`src/rtl/cnt_mon_pkg.sv`:
```
// Shared types and constants for the count-stream monitor.
// State encodings and event counter width.
package cnt_mon_pkg;

  localparam int CTR_W = 8;

  typedef enum logic [1:0] {
    ST_IDLE   = 2'd0,
    ST_SYNC   = 2'd1,
    ST_LOCKED = 2'd2,
    ST_ERROR  = 2'd3
  } state_t;

endpackage

```
`src/rtl/m_sat_cnt8.sv`:
```
// Saturating event counter; sticks at all-ones.
// Synchronous active-high reset.
module m_sat_cnt8
  import cnt_mon_pkg::*;
(
  input  logic             w_clk,
  input  logic             w_rst,
  input  logic             w_inc,
  output logic [CTR_W-1:0] w_val
);

  logic [CTR_W-1:0] val_q;
  logic [CTR_W-1:0] val_d;

  always_comb begin
    val_d = val_q;
    if (w_inc && (val_q != '1)) begin
      val_d = val_q + CTR_W'(1);
    end
  end

  always_ff @(posedge w_clk) begin
    if (w_rst) begin
      val_q <= '0;
    end else begin
      val_q <= val_d;
    end
  end

  assign w_val = val_q;

endmodule

```
`src/rtl/m_cnt_monitor.sv`:
```
// Monitors a free-running counter stream: locks, flags wraps/errors.
// CNT_MON_STICKY_ERR_EN makes ERROR absorbing with w_err held high.
module m_cnt_monitor
  import cnt_mon_pkg::*;
#(
  parameter int LOCK_N = 2,
  parameter int CNT_W  = 2
) (
  input  logic             w_clk,
  input  logic             w_rst,
  input  logic [CNT_W-1:0] w_cnt,
  input  logic             w_en,
  output logic             w_locked,
  output logic             w_wrap,
  output logic             w_err,
  output logic [CTR_W-1:0] w_wraps,
  output logic [CTR_W-1:0] w_errs,
  output logic [1:0]       w_state
);

  localparam int RUN_W = 4;

  state_t           state_q, state_d;
  logic [CNT_W-1:0] prev_q, prev_d;
  logic [RUN_W-1:0] run_q, run_d;
  logic             wrap_q, wrap_d;
  logic             err_q, err_d;
  logic             locked_q, locked_d;
  logic             wrap_inc;
  logic             err_inc;

  logic             good;
  logic             at_max;
  logic [CNT_W-1:0] prev_inc;
  logic [RUN_W-1:0] run_inc;

  assign prev_inc = prev_q + CNT_W'(1);
  assign good     = (w_cnt == prev_inc);
  assign at_max   = (prev_q == '1);
  assign run_inc  = run_q + RUN_W'(1);

  always_comb begin
    state_d  = state_q;
    prev_d   = prev_q;
    run_d    = run_q;
    wrap_d   = 1'b0;
    err_d    = 1'b0;
    wrap_inc = 1'b0;
    err_inc  = 1'b0;
    if (w_en) begin
      prev_d = w_cnt;
      unique case (1'b1)
        state_q == ST_IDLE: begin
          run_d   = '0;
          state_d = ST_SYNC;
        end
        state_q == ST_SYNC: begin
          if (good) begin
            run_d = run_inc;
            if (run_inc == RUN_W'(LOCK_N)) begin
              state_d = ST_LOCKED;
            end
          end else begin
            run_d = '0;
          end
        end
        state_q == ST_LOCKED: begin
          if (!good) begin
            state_d = ST_ERROR;
            err_d   = 1'b1;
            err_inc = 1'b1;
          end else if (at_max) begin
            wrap_d   = 1'b1;
            wrap_inc = 1'b1;
          end
        end
        state_q == ST_ERROR: begin
`ifdef CNT_MON_STICKY_ERR_EN
          state_d = ST_ERROR;
`else
          run_d   = '0;
          state_d = ST_SYNC;
`endif
        end
        default: state_d = ST_IDLE;
      endcase
    end
`ifdef CNT_MON_STICKY_ERR_EN
    // Held high for every cycle spent in ERROR.
    err_d = (state_d == ST_ERROR);
`endif
    locked_d = (state_d == ST_LOCKED);
  end

  always_ff @(posedge w_clk) begin
    if (w_rst) begin
      state_q  <= ST_IDLE;
      prev_q   <= '0;
      run_q    <= '0;
      wrap_q   <= 1'b0;
      err_q    <= 1'b0;
      locked_q <= 1'b0;
    end else begin
      state_q  <= state_d;
      prev_q   <= prev_d;
      run_q    <= run_d;
      wrap_q   <= wrap_d;
      err_q    <= err_d;
      locked_q <= locked_d;
    end
  end

  m_sat_cnt8 u_wraps (
    .w_clk (w_clk),
    .w_rst (w_rst),
    .w_inc (wrap_inc),
    .w_val (w_wraps)
  );

  m_sat_cnt8 u_errs (
    .w_clk (w_clk),
    .w_rst (w_rst),
    .w_inc (err_inc),
    .w_val (w_errs)
  );

  assign w_locked = locked_q;
  assign w_wrap   = wrap_q;
  assign w_err    = err_q;
  assign w_state  = state_q;

endmodule

```
`config.mk`:
```
export PLATFORM = sky130hd
export DESIGN_NAME = m_cnt_monitor
export DESIGN_NICKNAME = d
export VERILOG_FILES = /design/src/rtl/cnt_mon_pkg.sv /design/src/rtl/m_sat_cnt8.sv /design/src/rtl/m_cnt_monitor.sv
export SDC_FILE = /design/constraint.sdc
export NUM_CORES = 1
export LEC_CHECK = 0
export ABC_AREA = 1
export CAP_MARGIN = 30
export CORE_AREA = 2 2 64 66
export CTS_BUF_LIST = sky130_fd_sc_hd__clkbuf_8
export DETAILED_ROUTE_END_ITERATION = 6
export DIE_AREA = 0 0 66 68
export HOLD_SLACK_MARGIN = 0.15
export PLACE_DENSITY = 0.73
export SYNTH_ARGS = -nofsm -noshare
export SYNTH_HDL_FRONTEND = slang
export SYNTH_SLANG_ARGS = --single-unit
```
`constraint.sdc`:
```
create_clock -name w_clk -period 3.15 [get_ports w_clk]
set_clock_uncertainty 0.2 [all_clocks]
set_input_delay 0.315 -clock w_clk [delete_from_list [all_inputs] [get_ports w_clk]]
set_output_delay 0.315 -clock w_clk [all_outputs]
set_load 0.02 [all_outputs]
```
==> summary.txt <==
outcome -> finished clean
chip area estimate from yosys synthesis -> 1470 sq um
most frequent cells in the layout -> 59 x nand2_1, 27 x dfxtp_1, 25 x inv_1, 25 x clkdlybuf4s50_1, 21 x a21oi_1
WL final -> 2790 microns
Pwr Density -> 346 nW/um^2
first-pass GRT wire length -> 4790 microns
Final #Nets -> 243
worst hold path type -> reg2reg
largest net degree at the start of global routing -> 21
initial drt markers -> 56
Post-DP HPWL -> 2100 microns
Final Max Tran Viols -> 0
Die W -> 66 microns
io pins -> 26
Post-CTS Setup Bufs -> 0
Compound Share, Synth -> 0.106
area delta synth->final -> 23.2%
xor/xnor share of the synthesized area -> 0.0538
Tool Warnings -> 29
Max Cap Viol -> 0
final period utilization -> 0.595
fp util -> 0.380
crit path buf inv count -> 2
Synth Net Count -> 216
critical path startpoint category -> register
post-synthesis mux area share -> 0
Data arrival, critical path -> 1.88 ns
RR Startpoint -> prev_q[0]$_SDFFE_PP0P_
clock buffer depth -> 2
synthesized area -> 1470 sq um
Worst setup EP type -> register
Inst Count DP -> 275
share of cells above drive strength 1 -> 0.0786
Adder Area Share -> 0.0683
Slowest-stage cell, CP -> dfxtp_1
yosys cell count -> 203
Max Fclk -> 533 MHz
Top cell excl fill/tap -> nand2_1
ant diodes -> 0
row count -> 23
Gate Count Post-Synth -> 203
Via Count -> 1290
synth warn -> 0
CTS Root Cell -> clkbuf_8
DR vias/cell -> 4.62
-- final timing paths --
path	to	slack, ns	depth (start not counted)
hold reg to reg	u_wraps.w_val[7]$_SDFFE_PP0P_	0.29	2
hold / removal	u_wraps.w_val[7]$_SDFFE_PP0P_	0.29	2
setup reg to reg	u_wraps.w_val[1]$_SDFFE_PP0P_	1.27	9
setup / recovery	u_wraps.w_val[1]$_SDFFE_PP0P_	1.27	9
-- worst min-delay path, stage by stage, from the launching register on --
cell and delay, ns:
dfxtp_1 0.33, nand2_1 0.07, a21oi_1 0.05
-- through the flow --
step	instance area, sq um	power, mW
floorplan	1470	0.416
global placement	1760	0.438
detailed placement	1760	0.439
CTS	1810	0.637
global route	1810	0.658
finish	1810	0.626
-- layout make-up --
cell class | count | area, sq um
timing repair buffer | 26 | 258
tap | 50 | 62.6
fill | 425 | 2050
multi-input combinational | 144 | 791
clock inverter | 1 | 5.00
inverter | 28 | 108
sequential | 27 | 541
clock buffer | 3 | 41.3
-- power by group --
group          internal, mW  leakage [nW]  switching, mW  total, mW
Combinational        0.0303         0.482         0.0471     0.0774
Clock                0.0885        0.0255          0.107      0.195
Sequential            0.348         0.219        0.00543      0.353
-- synthesized netlist by cell type (all sizes together) --
library cell,instances,share of area
nor3,4,0.014
dfxtp,27,0.37
buf,2,0.013
nor3b,1,0.0085
ha,8,0.068
inv,28,0.073
xnor2,2,0.012
nand3,6,0.032
nand4,4,0.017
nand2,62,0.17
clkbuf,2,0.0051
o22ai,1,0.0043
a21oi,21,0.072
o21ai,8,0.030
nor2,20,0.069
xor2,7,0.042
-- per-layer routing --
metal	up-vias	wire (microns)	GRT usage
met2	22	1300	0.234
li1	688	-	-
met4	0	14	0.0383
met3	2	113	0.0181
met1	578	1360	0.170
met5	-	0	0
-- state kept, by name, summed over array words and instances, names as in the netlist --
signal         count
w_wrap             1
u_wraps.w_val      8
u_errs.w_val       8
w_state            2
w_err              1
w_locked           1
prev_q             2
run_q              4
-- cell families after synthesis --
group / Yosys count
and+or+nand+nor: 97
buffers and inverters: 32
AOI/OAI and AO/OA: 30
DFF: 27
xor gates and xnor gates: 9
adders and majority gates: 8
class_map.png
Scale bar: 20 microns.
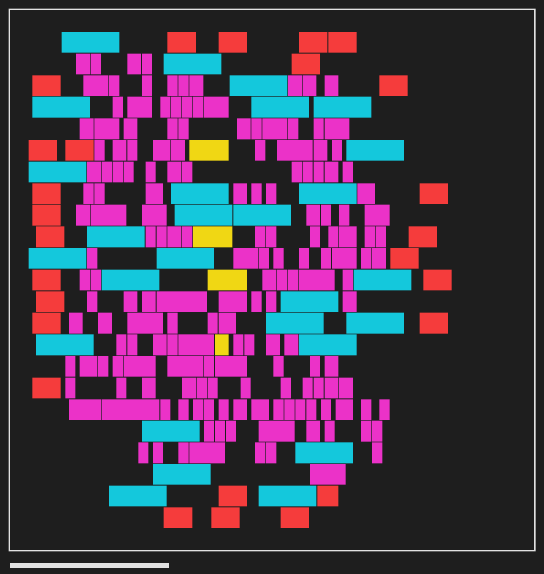
- red: remaining buffers and delay cells (cells 26)
- cyan: registers (cells 27)
- magenta: remaining logic cells (cells 172)
- yellow: clock drivers and dummy loads (cells 4)

clock_nets.png
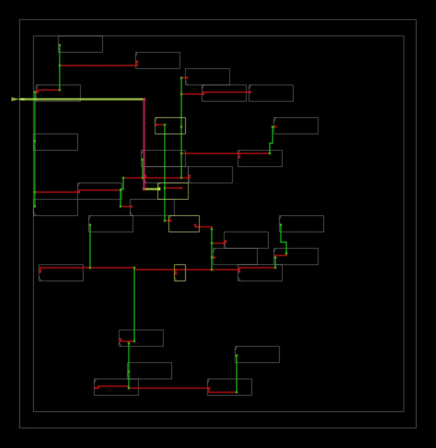
Num Clock Sinks: 27
FFs & Latches: 27
number of buffers created by CTS: 3

gates.png
Scale bar: 20 microns.
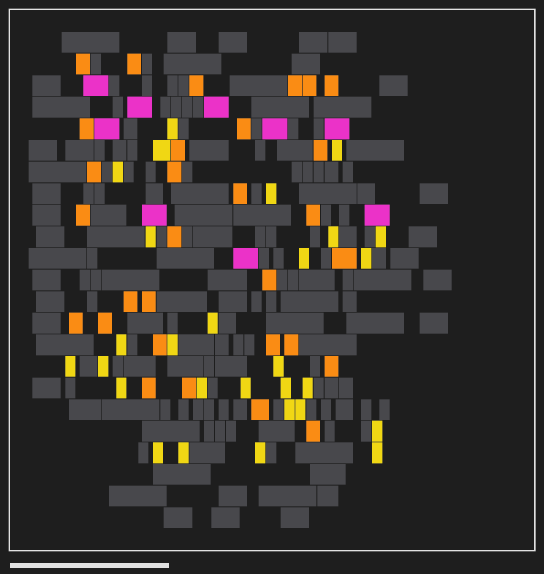
- magenta: xor and xnor cells (cells 9)
- yellow: inv cells (cells 28)
- orange: aoi and oai cells (cells 30)

Power and IR drop assume default switching activity.
